**config.mk**
```make
export PLATFORM = sky130hd
export DESIGN_NAME = halt_controller
export DESIGN_NICKNAME = d
export VERILOG_FILES = /design/src/rtl/halt_pkg.sv /design/src/rtl/button_debouncer.sv /design/src/rtl/halt_controller.sv
export SDC_FILE = /design/constraint.sdc
export NUM_CORES = 1
export LEC_CHECK = 0
export CAP_MARGIN = 10
export CORE_MARGIN = 2
export CORE_UTILIZATION = 58
export DETAILED_ROUTE_END_ITERATION = 7
export PLACE_DENSITY_LB_ADDON = 0.2
export SLEW_MARGIN = 20
export SYNTH_ARGS = -nofsm -noshare
export SYNTH_HDL_FRONTEND = slang
export SYNTH_SLANG_ARGS = --single-unit
```
**constraint.sdc**
```tcl
create_clock -name clk -period 5.02 [get_ports clk]
set_clock_uncertainty 0.15 [all_clocks]
set_input_delay 1.506 -clock clk [delete_from_list [all_inputs] [get_ports clk]]
set_output_delay 1.506 -clock clk [all_outputs]
set_load 0.01 [all_outputs]
```
**src/rtl/halt_pkg.sv**
```systemverilog
// Shared types and Halt codes for the halt controller and its clients.
package halt_pkg;

  typedef enum logic [1:0] {
    RUN     = 2'b00,
    WAIT_IN = 2'b01,
    HALTED  = 2'b10,
    RELEASE = 2'b11
  } state_t;

  localparam logic [1:0] HALT_RUN = 2'b00;
  localparam logic [1:0] HALT_REL = 2'b01;
  localparam logic [1:0] HALT_IN  = 2'b10;
  localparam logic [1:0] HALT_END = 2'b11;

  // Halt code presented to the clock divider for a given controller state.
  function automatic logic [1:0] halt_code(input state_t s);
    logic [1:0] code;
    code = HALT_RUN;
    case (s)
      RUN:     code = HALT_RUN;
      WAIT_IN: code = HALT_IN;
      HALTED:  code = HALT_END;
      RELEASE: code = HALT_REL;
      default: code = HALT_RUN;
    endcase
    return code;
  endfunction

endpackage

```
**src/rtl/button_debouncer.sv**
```systemverilog
// Synchronises a raw push-button and reports a debounced level plus a
// one-clk strobe on each stable 0->1 transition.
module button_debouncer #(
  parameter int DEBOUNCE_CYCLES = 2500,
  parameter int SYNC_STAGES     = 2
) (
  input  logic clk,
  input  logic reset,
  input  logic raw,
  output logic level,
  output logic press
);

  localparam int CW = $clog2(DEBOUNCE_CYCLES + 1);
  localparam logic [CW-1:0] CNT_LAST = CW'(DEBOUNCE_CYCLES - 1);

  logic [SYNC_STAGES-1:0] sync_q;
  logic                   synced;
  logic [CW-1:0]          cnt_q;

  assign synced = sync_q[SYNC_STAGES-1];

  // Synchroniser chain for the asynchronous button input.
  always_ff @(posedge clk or posedge reset) begin
    if (reset) begin
      sync_q <= '0;
    end else begin
      sync_q <= {sync_q[SYNC_STAGES-2:0], raw};
    end
  end

  // Stability counter: restarts on any agreement, commits a new level after
  // DEBOUNCE_CYCLES consecutive disagreeing samples.
  always_ff @(posedge clk or posedge reset) begin
    if (reset) begin
      cnt_q <= '0;
      level <= 1'b0;
      press <= 1'b0;
    end else begin
      press <= 1'b0;
      if (synced == level) begin
        cnt_q <= '0;
      end else if (cnt_q == CNT_LAST) begin
        cnt_q <= '0;
        level <= synced;
        press <= synced;
      end else begin
        cnt_q <= cnt_q + 1'b1;
      end
    end
  end

endmodule

```
**src/rtl/halt_controller.sv**
```systemverilog
// Produces the Halt code for the CPU clock divider: freezes on IN/HLT decode,
// releases on a debounced button press (IN) or a context switch (HLT).
module halt_controller
  import halt_pkg::*;
#(
  parameter int DEBOUNCE_CYCLES = 2500,
  parameter int SYNC_STAGES     = 2
) (
  input  logic       clk,
  input  logic       reset,
  input  logic       cpu_clk,
  input  logic       in_instr,
  input  logic       hlt_instr,
  input  logic       ctx,
  input  logic       btn_confirm,
  output logic [1:0] Halt,
  output logic       input_latch,
  output logic       frozen
);

  logic   cpu_clk_p0;
  logic   cpu_clk_p1;
  logic   cpu_rise;
  logic   cpu_fall;
  logic   btn_level;
  logic   btn_press;
  logic   press_ok;
  state_t state_q;
  state_t state_d;
  logic   seen_fall_q;
  logic   seen_fall_d;
  logic   latch_d;

  button_debouncer #(
    .DEBOUNCE_CYCLES (DEBOUNCE_CYCLES),
    .SYNC_STAGES     (SYNC_STAGES)
  ) u_debouncer (
    .clk   (clk),
    .reset (reset),
    .raw   (btn_confirm),
    .level (btn_level),
    .press (btn_press)
  );

  // The strobe and the level are committed together, so a real press always
  // arrives with the level already high.
  assign press_ok = btn_press & btn_level;

  // Stage p0/p1: cpu_clk sampled into the clk domain, then delayed once for edge detection.
  always_ff @(posedge clk or posedge reset) begin
    if (reset) begin
      cpu_clk_p0 <= 1'b0;
      cpu_clk_p1 <= 1'b0;
    end else begin
      cpu_clk_p0 <= cpu_clk;
      cpu_clk_p1 <= cpu_clk_p0;
    end
  end

  assign cpu_rise = cpu_clk_p0 & ~cpu_clk_p1;
  assign cpu_fall = ~cpu_clk_p0 & cpu_clk_p1;

  // Next-state logic; decode is only looked at on a CPU rising edge in RUN, so
  // the release edge itself never re-samples the still-visible old instruction.
  always_comb begin
    state_d     = state_q;
    seen_fall_d = seen_fall_q;
    latch_d     = 1'b0;
    case (state_q)
      RUN: begin
        if (cpu_rise) begin
          if (hlt_instr) begin
            state_d = HALTED;
          end else if (in_instr) begin
            state_d = WAIT_IN;
          end
        end
      end
      WAIT_IN: begin
        if (press_ok) begin
          latch_d     = 1'b1;
          state_d     = RELEASE;
          seen_fall_d = 1'b0;
        end
      end
      HALTED: begin
        if (ctx) begin
          state_d     = RELEASE;
          seen_fall_d = 1'b0;
        end
      end
      RELEASE: begin
        if (!seen_fall_q) begin
          if (cpu_fall) begin
            seen_fall_d = 1'b1;
          end
        end else if (cpu_rise) begin
          state_d     = RUN;
          seen_fall_d = 1'b0;
        end
      end
      default: begin
        state_d     = RUN;
        seen_fall_d = 1'b0;
      end
    endcase
  end

  // State and output registers; Halt is registered so it never glitches.
  always_ff @(posedge clk or posedge reset) begin
    if (reset) begin
      state_q     <= RUN;
      seen_fall_q <= 1'b0;
      Halt        <= HALT_RUN;
      input_latch <= 1'b0;
    end else begin
      state_q     <= state_d;
      seen_fall_q <= seen_fall_d;
      Halt        <= halt_code(state_d);
      input_latch <= latch_d;
    end
  end

  // The divider only stops while cpu_clk is high, so the clock is truly frozen
  // only once a freeze code is up and the CPU clock has reached its high phase.
  assign frozen = Halt[1] & cpu_clk;

endmodule

```
Fig. 1: I/O nets highlighted
(8 px per um)
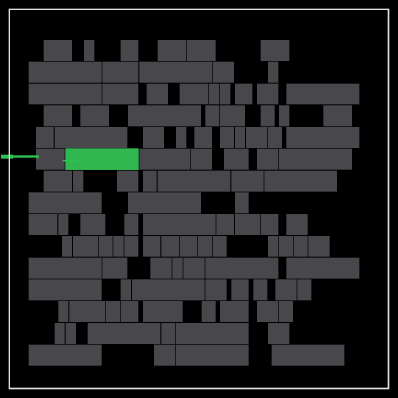
| port | color | bits | direction | edge | end cells | buffers | wire |
|---|---|---|---|---|---|---|---|
| btn_confirm | green | 1 | input | left | 1 | 1 | 5.00 um |

Fig. 2: placed cells, one color a class
(8 px per um) Fill, decap, tap and diode cells in gray.
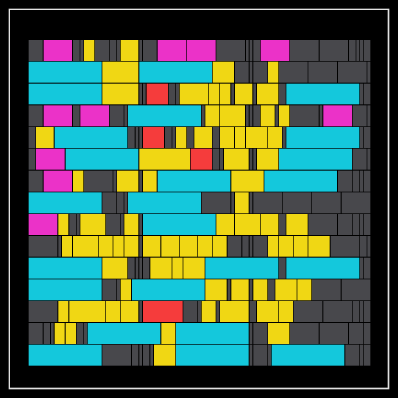
| class | color | cells |
|---|---|---|
| registers | cyan | 24 |
| remaining logic cells | yellow | 74 |
| remaining buffers and delay cells | magenta | 10 |
| clock drivers and dummy loads | red | 4 |

==> impl_metrics.py <==
# Generated from Yosys and OpenROAD reports
metrics = {
    "run_status": {
        "status": "finished, final reports clean",
    },
    "cts": {
        "cts_tree": "done",
        "cts_resized": 0,
        "clock-root-buffer": "clkbuf_4",
        "cts_sinks": 24,
        "cts_hold_buf": 0,
        "cts_made_buffers": 3,
        "clk_pin_slew_worst_paths_ps": 130,
        "clock_latency_ps": 300,
        "cts_buffer_depth": 2,
    },
    "cells_and_area": {
        "lay_top_count": "dfrtp_1",
        "dominant_cells": "flip-flops and latches",
        "num-nonclk-buffers": 10,
        "fillers": 126,
        "clk_share": 0.0293,
        "fin_area_sq_um": 1240,
        "fin_nets": 123,
        "final_layout_size_suffix_gt1_frac": 0.0893,
        "inv_count": 6,
        "comb_cells": 68,
        "largest_register_ffs": 12,
        "seqCellArea_sq_um": 601,
        "lay_top_cells": "dfrtp_1, a21oi_1, clkdlybuf4s50_1, nor2_1, inv_1",
        "comb_area_sq_um": 449,
        "design.seq.count": 24,
        "diodes": 0,
    },
    "pwr": {
        "power_mw": 0.450,
        "switching_share": 0.295,
        "p_clk_mw": 0.101,
        "p_switching_mw": 0.133,
        "combPwrFrac": 0.240,
        "pwr-share-seq": 0.536,
        "powerSeq_mw": 0.241,
        "power.internal_mw": 0.317,
        "power_leakage_nw": 0.515,
        "p_per_area_nw_per_um2": 363,
        "irDropWorstVdd_uv": 342,
    },
    "synth": {
        "ys_sh_xor": 0.0323,
        "synth_flop_count": 24,
        "aoi_share": 0.151,
        "ys_top_cells_by_area": "dfrtp_1, a21oi_1, ha_1",
        "top_cell": "dfrtp_1",
        "syn_inst": 99,
        "simple_gate_share": 0.186,
        "synth_warnings": 0,
        "ys_seq_frac": 0.554,
        "ff_type": "dfrtp_1",
        "common_cells": "dfrtp_1, a21oi_1, nor2_1",
        "yosysChipArea_sq_um": 1080,
        "synth.distinct_cells": 31,
        "top_area_frac": 0.554,
        "yosys_cells": 99,
        "ys_top_logic_family": "simple AND/OR/NAND/NOR gates",
        "syn-num-nets": 109,
        "synth_area_sq_um": 1080,
        "ys_async_sr_fraction": 1.00,
        "syn-mean-instance-area_sq_um": 10.9,
        "largest_area_cell": "dfrtp_1",
        "mux_area_frac": 0.0104,
    },
    "global_route": {
        "grt_max_degree": 25,
        "grtUsageTotal": 0.209,
        "first_global_vias": 778,
        "busiest_layer": "met2",
        "grt_first_pass_wirelength_um": 3250,
        "met3_usage": 0.0500,
        "antenna_found_initial": 0,
        "use_met2": 0.338,
        "grt_overflow_total": 0,
    },
    "placed_design": {
        "dp_slack_ps": 712,
        "placed_area_sq_um": 1200,
        "dp_cells": 133,
        "place.gp.congestion": 0.753,
        "hpwlAfterDp_um": 1300,
        "port_buffers": 10,
    },
    "final_timing": {
        "fmax_ghz": 0.233,
        "setup_viol": 0,
        "holdWs_ps": 228,
        "drv_slew": 0,
        "slew_headroom": 0.411,
        "setup_tns_ps": 0,
        "fin_crit_ps": 4290,
        "hold_viol_final": 0,
        "fin_crit_sh": 0.855,
    },
    "critical_path": {
        "critPathCaptureType": "primary output",
        "cp_common_cell": "clkdlybuf4s50_1",
        "r2r-start": "cpu_clk_p0$_DFF_PP0_",
        "cp_slowest_cell": "clkdlybuf4s50_1",
        "worstPathCellList": "clkdlybuf4s50_1 > and2_1 > clkdlybuf4s50_1",
        "slowest_delay_ps": 530,
        "worstPathRequired_ps": 3360,
        "cp-start-kind": "input port",
        "worstSetupPathType": "in2out",
        "worst-path-buf-inv": 2,
        "cp_num_cells": 3,
        "critPathTopFamily": "buffers and inverters",
        "crit_end": "frozen",
        "r2r_setup_slack_ps": 3190,
        "cp-startpoint": "cpu_clk",
    },
    "die": {
        "initial_core_util": 0.621,
        "taps": 25,
        "pin_count": 11,
        "core_area_sq_um": 1750,
        "row_count": 15,
        "fp.dieArea_sq_um": 2230,
    },
    "drt": {
        "avgRoutedWirePerCell_um": 13.8,
        "wl_met3_um": 87,
        "routed_via_density": 5.92,
        "wl_met2_um": 919,
        "drc_errors": 0,
        "met1_length_um": 881,
        "routed.top_layer": "met3",
        "postRouteAntennaNets": 0,
        "drt-total-wl_um": 1890,
    },
    "min_path": {
        "hold_path.startpoint": "u_debouncer.sync_q[0]$_DFF_PP0_",
        "hold_path_class": "reg2reg",
    },
    "job": {
        "drv_cap": 0,
    },
}
Power figures rest on the tool's default switching activity, not on a simulated workload.
